===== src/rtl/dbg_ctrl.sv =====
// Debug controller: turns host HALT/RESUME/STEP/ACCESS commands into
// processor debug-interface requests and returns a one-cycle response.
// Every output is registered.
// Optional wait-state timeout is built when DBG_CTRL_TIMEOUT_EN is defined.
module dbg_ctrl #(
  parameter int unsigned TIMEOUT_CYCLES = 32'd1024
) (
  input  logic        clk,
  input  logic        rst_n,
  input  logic        host_valid,
  output logic        host_ready,
  input  logic [1:0]  host_cmd,
  input  logic        host_write,
  input  logic [6:0]  host_addr,
  input  logic [31:0] host_wdata,
  output logic        resp_valid,
  output logic        resp_err,
  output logic [31:0] resp_rdata,
  output logic [2:0]  dbg_status,
  output logic        enter_debug,
  output logic        req_halt,
  output logic        req_resume,
  output logic        step,
  output logic        dm_write,
  output logic [6:0]  dm_addr,
  output logic [31:0] dm_wdata,
  input  logic        halted,
  input  logic        running,
  input  logic        stalled,
  input  logic        dm_access_valid,
  input  logic [31:0] dm_rdata
);

  localparam logic [1:0] CMD_HALT   = 2'd0;
  localparam logic [1:0] CMD_RESUME = 2'd1;
  localparam logic [1:0] CMD_STEP   = 2'd2;
  localparam logic [1:0] CMD_ACCESS = 2'd3;

  typedef enum logic [2:0] {
    IDLE, HALT_WAIT, RESUME_WAIT, STEP_GO, STEP_WAIT, ACCESS_WAIT, RESP
  } state_e;

  state_e      state_q, state_d;
  logic        host_ready_q, host_ready_d;
  logic        resp_valid_q, resp_valid_d;
  logic        resp_err_q, resp_err_d;
  logic [31:0] resp_rdata_q, resp_rdata_d;
  logic [2:0]  dbg_status_q, dbg_status_d;
  logic        enter_debug_q, enter_debug_d;
  logic        req_halt_q, req_halt_d;
  logic        req_resume_q, req_resume_d;
  logic        step_q, step_d;
  logic        dm_write_q, dm_write_d;
  logic [6:0]  dm_addr_q, dm_addr_d;
  logic [31:0] dm_wdata_q, dm_wdata_d;
  logic        write_q, write_d;
  logic        err_q, err_d;
  logic        seen_run_q, seen_run_d;
  logic        tmo_hit_c;

`ifdef DBG_CTRL_TIMEOUT_EN
  logic [31:0] tmo_cnt_q, tmo_cnt_d;
  logic        in_wait_c;

  assign in_wait_c = (state_q == HALT_WAIT) || (state_q == RESUME_WAIT) ||
                     (state_q == STEP_WAIT) || (state_q == ACCESS_WAIT);
  assign tmo_hit_c = in_wait_c && (tmo_cnt_q == 32'(TIMEOUT_CYCLES - 32'd1));

  // Counter runs while staying in a wait state; any transition clears it
  always_comb begin
    tmo_cnt_d = '0;
    if (in_wait_c && (state_d == state_q)) tmo_cnt_d = tmo_cnt_q + 32'd1;
  end

  // Timeout counter register
  always_ff @(posedge clk or negedge rst_n) begin
    if (!rst_n) tmo_cnt_q <= '0;
    else        tmo_cnt_q <= tmo_cnt_d;
  end
`else
  logic [31:0] unused_tmo;
  assign unused_tmo = 32'(TIMEOUT_CYCLES);
  assign tmo_hit_c  = 1'b0;
`endif

  // Next-state and next-output logic; requests default low every cycle
  always_comb begin
    state_d       = state_q;
    enter_debug_d = 1'b0;
    req_halt_d    = 1'b0;
    req_resume_d  = 1'b0;
    step_d        = 1'b0;
    dm_write_d    = 1'b0;
    dm_addr_d     = dm_addr_q;
    dm_wdata_d    = dm_wdata_q;
    write_d       = write_q;
    err_d         = err_q;
    seen_run_d    = seen_run_q;
    resp_rdata_d  = resp_rdata_q;
    resp_valid_d  = 1'b0;
    resp_err_d    = 1'b0;
    dbg_status_d  = {stalled, running, halted};

    case (state_q)
      IDLE: begin
        if (host_valid && host_ready_q) begin
          err_d        = 1'b0;
          seen_run_d   = 1'b0;
          resp_rdata_d = '0;
          case (host_cmd)
            CMD_HALT: begin
              if (halted) begin
                state_d = RESP;
              end else begin
                state_d       = HALT_WAIT;
                enter_debug_d = 1'b1;
                req_halt_d    = 1'b1;
              end
            end
            CMD_RESUME: begin
              if (!halted) begin
                state_d = RESP;
                err_d   = 1'b1;
              end else begin
                state_d      = RESUME_WAIT;
                req_resume_d = 1'b1;
              end
            end
            CMD_STEP: begin
              if (!halted) begin
                state_d = RESP;
                err_d   = 1'b1;
              end else begin
                state_d      = STEP_GO;
                step_d       = 1'b1;
                req_resume_d = 1'b1;
              end
            end
            CMD_ACCESS: begin
              if (!halted) begin
                state_d = RESP;
                err_d   = 1'b1;
              end else begin
                state_d    = ACCESS_WAIT;
                dm_addr_d  = host_addr;
                dm_wdata_d = host_wdata;
                write_d    = host_write;
                dm_write_d = host_write;
              end
            end
          endcase
        end
      end
      HALT_WAIT: begin
        if (halted) begin
          state_d = RESP;
        end else if (tmo_hit_c) begin
          state_d = RESP;
          err_d   = 1'b1;
        end else begin
          req_halt_d = 1'b1;
        end
      end
      RESUME_WAIT: begin
        if (running && !halted) begin
          state_d = RESP;
        end else if (tmo_hit_c) begin
          state_d = RESP;
          err_d   = 1'b1;
        end else begin
          req_resume_d = 1'b1;
        end
      end
      STEP_GO: begin
        state_d = STEP_WAIT;
      end
      STEP_WAIT: begin
        if (running) seen_run_d = 1'b1;
        // A halted seen before the core ever ran is the pre-step halt, not completion
        if (halted && (seen_run_q || running)) begin
          state_d = RESP;
        end else if (tmo_hit_c) begin
          state_d = RESP;
          err_d   = 1'b1;
        end
      end
      ACCESS_WAIT: begin
        if (dm_access_valid) begin
          state_d      = RESP;
          resp_rdata_d = write_q ? 32'd0 : dm_rdata;
        end else if (tmo_hit_c) begin
          state_d = RESP;
          err_d   = 1'b1;
        end else begin
          dm_write_d = write_q;
        end
      end
      RESP: begin
        state_d      = IDLE;
        resp_valid_d = 1'b1;
        resp_err_d   = err_q;
      end
      default: state_d = IDLE;
    endcase

    host_ready_d = (state_d == IDLE);
  end

  // State and output registers
  always_ff @(posedge clk or negedge rst_n) begin
    if (!rst_n) begin
      state_q       <= IDLE;
      host_ready_q  <= 1'b0;
      resp_valid_q  <= 1'b0;
      resp_err_q    <= 1'b0;
      resp_rdata_q  <= '0;
      dbg_status_q  <= '0;
      enter_debug_q <= 1'b0;
      req_halt_q    <= 1'b0;
      req_resume_q  <= 1'b0;
      step_q        <= 1'b0;
      dm_write_q    <= 1'b0;
      dm_addr_q     <= '0;
      dm_wdata_q    <= '0;
      write_q       <= 1'b0;
      err_q         <= 1'b0;
      seen_run_q    <= 1'b0;
    end else begin
      state_q       <= state_d;
      host_ready_q  <= host_ready_d;
      resp_valid_q  <= resp_valid_d;
      resp_err_q    <= resp_err_d;
      resp_rdata_q  <= resp_rdata_d;
      dbg_status_q  <= dbg_status_d;
      enter_debug_q <= enter_debug_d;
      req_halt_q    <= req_halt_d;
      req_resume_q  <= req_resume_d;
      step_q        <= step_d;
      dm_write_q    <= dm_write_d;
      dm_addr_q     <= dm_addr_d;
      dm_wdata_q    <= dm_wdata_d;
      write_q       <= write_d;
      err_q         <= err_d;
      seen_run_q    <= seen_run_d;
    end
  end

  assign host_ready  = host_ready_q;
  assign resp_valid  = resp_valid_q;
  assign resp_err    = resp_err_q;
  assign resp_rdata  = resp_rdata_q;
  assign dbg_status  = dbg_status_q;
  assign enter_debug = enter_debug_q;
  assign req_halt    = req_halt_q;
  assign req_resume  = req_resume_q;
  assign step        = step_q;
  assign dm_write    = dm_write_q;
  assign dm_addr     = dm_addr_q;
  assign dm_wdata    = dm_wdata_q;

endmodule

===== config.mk =====
export PLATFORM = sky130hd
export DESIGN_NAME = dbg_ctrl
export DESIGN_NICKNAME = d
export VERILOG_FILES = /design/src/rtl/dbg_ctrl.sv
export SDC_FILE = /design/constraint.sdc
export NUM_CORES = 1
export LEC_CHECK = 0
export CAP_MARGIN = 20
export CORE_UTILIZATION = 30
export CTS_BUF_LIST = sky130_fd_sc_hd__clkbuf_8
export DETAILED_ROUTE_END_ITERATION = 10
export GPL_ROUTABILITY_DRIVEN = 1
export HOLD_SLACK_MARGIN = 0.12
export MAX_ROUTING_LAYER = met4
export SLEW_MARGIN = 10
export SYNTH_ARGS = -nofsm -noshare
export SYNTH_HDL_FRONTEND = slang
export SYNTH_SLANG_ARGS = --single-unit

===== constraint.sdc =====
create_clock -name clk -period 4.9 [get_ports clk]
set_input_delay 0.98 -clock clk [delete_from_list [all_inputs] [get_ports clk]]
set_output_delay 0.98 -clock clk [all_outputs]
set_load 0.02 [all_outputs]

Figure 1. Cell classes on the final placement (run 1).
Bar = 20 µm.
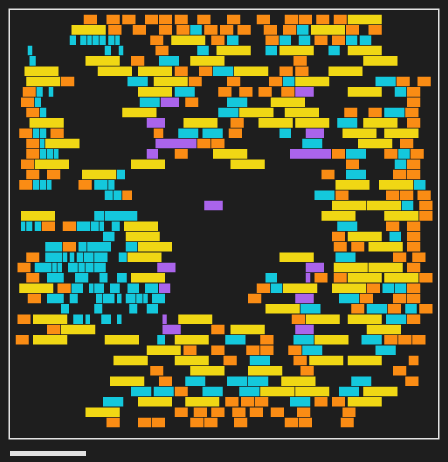
Key: flops = yellow [cells 88, share of their area 41%]; combinational and other logic = cyan [cells 147, share of their area 25%]; other buffers and delay cells = orange [cells 164, share of their area 30%]; clock drivers and dummy loads = purple [cells 16, share of their area 4.1%]

Figure 2. Sequential cells coloured by netlist name (run 1).
Bar = 20 µm. Other sequential cells in the stronger grey, the rest of the logic in the fainter grey.
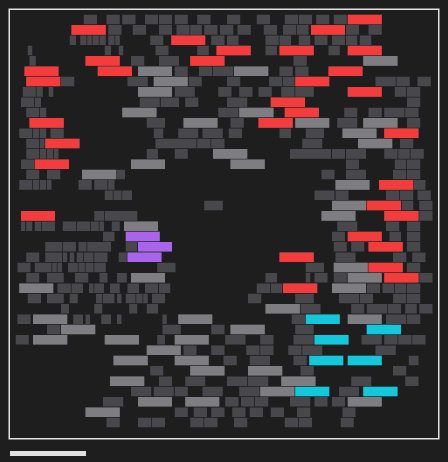
Key: `state_q` = purple [placed flops 3]; `resp_rdata` = red [placed flops 32]; `dm_addr` = cyan [placed flops 7, where lower right]

Figure 3. Selected gate families (run 1).
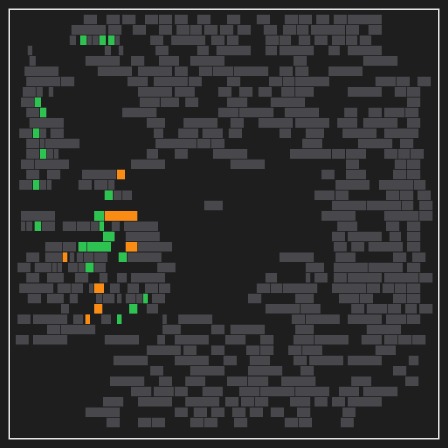
Key: NAND gates = green [cells 20]; NOR gates = orange [cells 7, where middle left]

==> flow_summary.json, run 1 <==
{
  "lay_top_count": "clkdlybuf4s50_1",
  "pwr_density_cell_nw_per_um2": 490.9,
  "grt_max_degree": 60,
  "ant_nets": 0,
  "cts_tree": "yes",
  "fp_nets": 337,
  "status": "finished clean",
  "max_cap_violations": 0,
  "critPathCaptureType": "flop",
  "synth_top_cell_by_area": "dfrtp_1",
  "first_iter_violations": 72,
  "grt_pass1_vias": 2628,
  "min_period_ps": 2815,
  "worst_slack_ps": 2085,
  "vdd_drop_max_mv": 0.1312,
  "flop_cell": "dfrtp_1",
  "yosys_cells": 251,
  "power.switching_mw": 0.8783,
  "holdWs_ps": 480.0,
  "switching_share_pct": 31.97,
  "holdBufCountCts": 0,
  "leakagePower_nw": 2.583,
  "pwr-share-comb_pct": 40.6,
  "internal_power_mw": 1.869,
  "layout.cells.non_filler": 562,
  "edf_count": 0,
  "p_total_mw": 2.748,
  "viasPerCell": 4.532,
  "final_util_pct": 46.79,
  "finalHoldViolations": 0,
  "reg2reg_setup_slack_ps": 2310,
  "drv_slew": 0,
  "mostFrequentLayoutCells": "clkdlybuf4s50_1, dfrtp_1, mux2_4, a22o_1, inv_1"
}
## run 1: path summary, 6_finish.rpt
path	from	to	cells past startpoint
min in group asynchronous	rst_n	dm_addr[4]	1
max in group asynchronous	rst_n	dm_wdata[1]	2
worst min-delay path	err_q	err_q	2
worst min register to register	err_q	err_q	2
worst max-delay path	halted	dm_wdata[20]	3
worst max register to register	state_q[2]	dm_wdata[20]	4
## run 1: layer usage
layer | track usage (%) | wire length [µm] | vias to the layer above
li1 | - | - | 1204
met1 | 18.81 | 4061 | 1244
met2 | 23.29 | 4200 | 92
met3 | 3.078 | 457 | 7
met4 | 5.600 | 67 | 0
met5 | - | 0 | -
## run 1: cells in the mapped netlist (all sizes together), types with 2 or more instances
cell and n:
o21ai 12, ha 5, o21bai 2, and2 4, nand3 10, o31ai 3
nor4b 2, a21oi 2, inv 14, a22o 24, nand2b 4, a21bo 2
buf 14, and3 2, nor2 3, mux2 39, clkbuf 2, dfrtp 88
mux2i 3, nand2 3
## run 1: cell type report
type	instances	area [µm²]
well taps	147	183.9
multi-input cells	133	1301
inverters	14	52.55
clock buffers	10	137.6
repair buffers	164	1634
fillers	1082	6365
flip-flops and latches	88	2202
clock inverters	6	85.08
## run 1: kinds of logic (layout without fill, tap and decap cells)
group	after synthesis	in the layout	share of synthesized area, %
AND-OR/OR-AND	52	52	10.76
adder cells (fa/ha/maj)	5	5	1.702
buffers and inverters	30	194	4.665
flip-flops	88	88	59.93
multiplexers	42	42	16.75
AND/OR/NAND/NOR	34	34	6.197
## run 1: critical path, stage by stage
cell and delay (ps):
clkdlybuf4s50_1 750, nand3_4 700, mux2_4 550
## run 1: power groups by stage
stage | Combinational (mW) | Sequential (mW) | Clock [mW]
floorplan | 0.378 | 1.30 | 0
global placement | 1.11 | 1.09 | 0
detailed placement | 1.13 | 1.09 | 0
CTS | 1.13 | 1.08 | 0.581
global route | 1.18 | 1.11 | 0.606
finish | 1.12 | 1.08 | 0.554
## run 1: state kept, by name, summed over array words and instances, names as in the netlist, 3 cells and up
register    cells
resp_rdata     32
state_q         3
dbg_status      3
dm_wdata       32
dm_addr         7
==> run 1 -> run 2 <==
==> constraint.sdc (replaced) <==
create_clock -name clk -period 2.4 [get_ports clk]
set_input_delay 0.48 -clock clk [delete_from_list [all_inputs] [get_ports clk]]
set_output_delay 0.48 -clock clk [all_outputs]
set_load 0.02 [all_outputs]
==> run 2 against run 1 <==
Synthesized area stayed put; cell count up 0.71%; register-to-register slack worse by 1900 ps; critical path type is now reg -> reg.
==> flow_summary.json, run 2 <==
{
  "drv_slew": 0,
  "edf_count": 0,
  "viasPerCell": 4.574,
  "min_period_ps": 2033,
  "finalSetupTns_ps": 0,
  "pwr_density_cell_nw_per_um2": 1016,
  "yosysMostFrequentCell": "dfrtp_1",
  "final_util_pct": 47.52,
  "power.switching_mw": 1.827,
  "ant_nets": 0,
  "holdBufCountCts": 1,
  "cts_tree": "yes",
  "flop_cell": "dfrtp_1",
  "switching_share_pct": 31.65,
  "grt_pass1_vias": 2586,
  "ys_top_cells_by_count": "dfrtp_1, mux2_4, a22o_1",
  "internal_power_mw": 3.945,
  "finalHoldViolations": 0,
  "n_fill_cell": 1077,
  "pwr-share-comb_pct": 40.3,
  "status": "finished clean",
  "mostFrequentLayoutCells": "clkdlybuf4s50_1, dfrtp_1, mux2_4, a22o_1, inv_1",
  "fp_nets": 337,
  "p_total_mw": 5.772,
  "max_cap_violations": 0,
  "lay_top_count": "clkdlybuf4s50_1",
  "first_iter_violations": 85,
  "grt_max_degree": 55
}
-- run 2: cells by family (layout without fill, tap and decap cells) --
family	after synthesis	in the layout	share of synthesized area, %
muxes	42	42	16.75
adders and majority gates	5	5	1.702
buffers and inverters	30	198	4.665
and+or+nand+nor	34	34	6.197
AOI/OAI and AO/OA	52	52	10.76
DFF	88	88	59.93
-- run 2: area by class of cell --
cell class                 instances  area (µm²)  share of cell area [%]
sequential                        88        2202                   38.74
timing repair buffer             168        1692                   29.76
multi-input combinational        133        1301                   22.89
tap                              147       183.9                   3.236
clock buffer                      10       137.6                   2.421
clock inverter                     6       115.1                   2.025
inverter                          14       52.55                  0.9245
-- run 2: power groups by stage --
stage / Sequential [mW] / Combinational, mW / Clock (mW)
after floorplan: 2.66 / 0.771 / 0
after global placement: 2.19 / 2.32 / 0
after detailed placement: 2.20 / 2.34 / 0
after CTS: 2.18 / 2.35 / 1.31
after global routing: 2.23 / 2.45 / 1.38
final: 2.17 / 2.33 / 1.27
-- run 2: path summary, 6_finish.rpt --
path,start,end,slack (ps),cells after the start
max in group asynchronous,rst_n,resp_rdata[4],1110,3
max,state_q[0],dm_wdata[16],370,5
min,seen_run_q,seen_run_q,510,2
min in group asynchronous,rst_n,dm_addr[4],620,2
max reg2reg,state_q[0],dm_wdata[16],370,5
min reg2reg,seen_run_q,seen_run_q,510,2
-- run 2: layer usage --
layer	routed length, µm	global-route usage (%)	vias to the layer above
met4	132	4.622	0
met5	0	-	-
met2	4141	22.35	86
met3	432	3.348	11
met1	4149	18.89	1281
li1	-	-	1211
-- run 2: critical path, stage by stage, from the launching register on --
cell	delay [ps]
dfrtp_1	520
nor4b_4	340
and2_1	350
nand3_4	110
buf_12	230
mux2_4	330
-- run 2: through the flow --
stage | hold slack (ps) | worst slack (ps) | instances | cell area [µm²]
2_1_floorplan | 184.4 | 687.3 | 251 | 3675
3_3_place_gp | 462.5 | 214.4 | 549 | 5421
3_5_place_dp | 465.6 | 160.7 | 549 | 5421
4_1_cts | 516.1 | 373.2 | 566 | 5684
5_1_grt | 526.7 | 252.1 | 566 | 5684
6_report | 512.0 | 367.0 | 566 | 5684
Figure 4. Selected gate families (run 2).
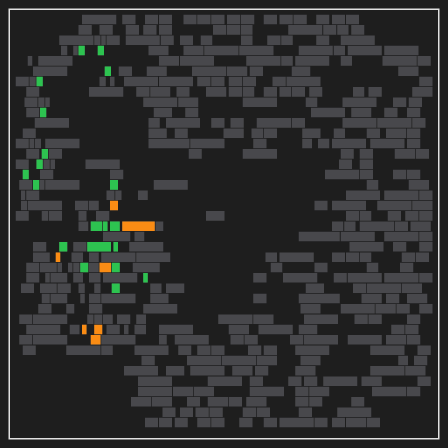
Key: NAND gates = green [cells 20]; NOR gates = orange [cells 7]

==> run 2 -> run 3 <==
==> constraint.sdc (replaced) <==
create_clock -name clk -period 1.75 [get_ports clk]
set_input_delay 0.35 -clock clk [delete_from_list [all_inputs] [get_ports clk]]
set_output_delay 0.35 -clock clk [all_outputs]
set_load 0.02 [all_outputs]
Figure 5. Selected gate families (run 3).
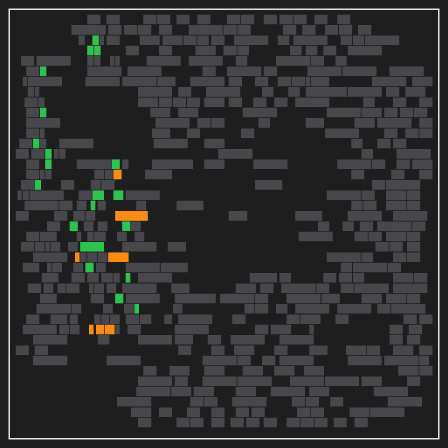
Key: NOR gates = orange [cells 7, where middle left]; NAND gates = green [cells 20]

==> run 3 against run 2 <==
Combinational power increased by 44%; core utilization increased by 1.9 points; non-clock buffer count increased by 23; clock power increased by 31%; synthesized cell count unchanged; largest cell class unchanged; clock-buffer cell count unchanged; wire length increased by 2.8%; cell count increased by 3.9%; clock skew decreased by 1.4 ps; via count increased by 3.9%; sequential power increased by 36%; largest power group unchanged; final area increased by 4.0%.
==> flow_summary.json, run 3 <==
{
  "first_iter_violations": 76,
  "ant_nets": 0,
  "yosysMostFrequentCell": "dfrtp_1",
  "lay_top_count": "clkdlybuf4s50_1",
  "pwr-share-comb_pct": 42.0,
  "switching_share_pct": 30.94,
  "synth_cell_types": 39,
  "synth.avg_cell_area_um2": 14.64,
  "edf_count": 0,
  "grt_max_degree": 34,
  "internal_power_mw": 5.497,
  "pwr-share-seq_pct": 37.1,
  "status": "finished clean",
  "synth_top_cell_by_area": "dfrtp_1",
  "min_period_ps": 1697,
  "path_cells": "clkdlybuf4s50_1",
  "cts_tree": "yes",
  "path_clk_slew_ps": 80,
  "power.switching_mw": 2.463,
  "p_total_mw": 7.960,
  "slowest_stage": "clkdlybuf4s50_1",
  "synth_area_um2": 3675,
  "rr_worst_depth": 5,
  "yosys_cells": 251,
  "critPathCaptureType": "output pin",
  "grt_pass1_vias": 2810,
  "holdWs_ps": 439.2,
  "worst-path-buf-inv": 1,
  "finalHoldViolations": 0,
  "flop_cell": "dfrtp_1",
  "viasPerCell": 4.575,
  "finalSetupTns_ps": 0,
  "min_from": "stalled",
  "critPathMaxStageDelay_ps": 640,
  "ys_top_cells_by_count": "dfrtp_1, mux2_4, a22o_1",
  "r2r_start": "state_q[2]",
  "whs_endpoint": "dbg_status[2]",
  "vdd_drop_max_mv": 0.5157,
  "hold_path_depth": 1,
  "cp.depth": 1,
  "cp_data_required_time_ps": 1400,
  "fp_nets": 337,
  "pwr_density_cell_nw_per_um2": 1346,
  "max_cap_violations": 0
}
run 3: cell counts after synthesis:
No cell type changed its count.
run 3: cell type report:
class / instances / area (µm²)
Clock buffer: 10 / 137.6
Clock inverter: 5 / 97.59
Fill cell: 1068 / 6048
Inverter: 14 / 52.55
Multi-Input combinational cell: 133 / 1323
Sequential cell: 88 / 2202
Tap cell: 147 / 183.9
Timing Repair Buffer: 191 / 1917
run 3: logic make-up after synthesis:
group,Yosys count,synth area share [%]
and+or+nand+nor,34,6.197
buffers and inverters,30,4.665
adders and majority gates,5,1.702
DFF,88,59.93
AOI/OAI and AO/OA,52,10.76
muxes,42,16.75
run 3: worst max-delay path by stage:
stage	start	to	slack, ps
2_1_floorplan	state_q[0]	dm_addr[0]	40
3_3_place_gp	host_cmd[0]	host_ready	-280
3_5_place_dp	host_cmd[0]	host_ready	-360
4_1_cts	host_ready	host_ready	20
5_1_grt	state_q[2]	dm_wdata[31]	-9
6_report	resp_rdata[26]	resp_rdata[26]	50
run 3: power by group through the flow:
stage               Combinational, mW  Sequential (mW)  Clock [mW]
global placement                 3.33             2.98           0
finish                           3.35             2.96        1.66
CTS                              3.36             2.96        1.72
global route                     3.54             3.03        1.80
detailed placement               3.34             2.99           0
floorplan                        1.06             3.64           0
run 3: per-layer routing:
layer	wire [µm]	vias to the layer above	GRT usage, %
li1	-	1259	-
met3	503	9	2.916
met1	4001	1331	19.05
met4	106	0	6.756
met2	4497	91	25.56
met5	0	-	-
run 3: metrics by stage:
| stage | instance area (µm²) | util (%) | cells | setup WS (ps) |
|---|---|---|---|---|
| finish | 5913 | 49.44 | 588 | 52.51 |
| global route | 5913 | 49.44 | 588 | -9.351 |
| CTS | 5889 | 49.24 | 588 | 19.98 |
| detailed placement | 5644 | 47.19 | 572 | -359.5 |
| global placement | 5644 | 47.19 | 572 | -279.2 |
| floorplan | 3675 | - | 251 | 37.26 |
run 3: repair_timing:
action                                 CTS  global route
setup endpoints to repair                0            40
endpoints found under the hold margin   31             0
gates resized                            0             7
hold buffers                             1             0
Power is estimated from default activity; no workload was simulated.
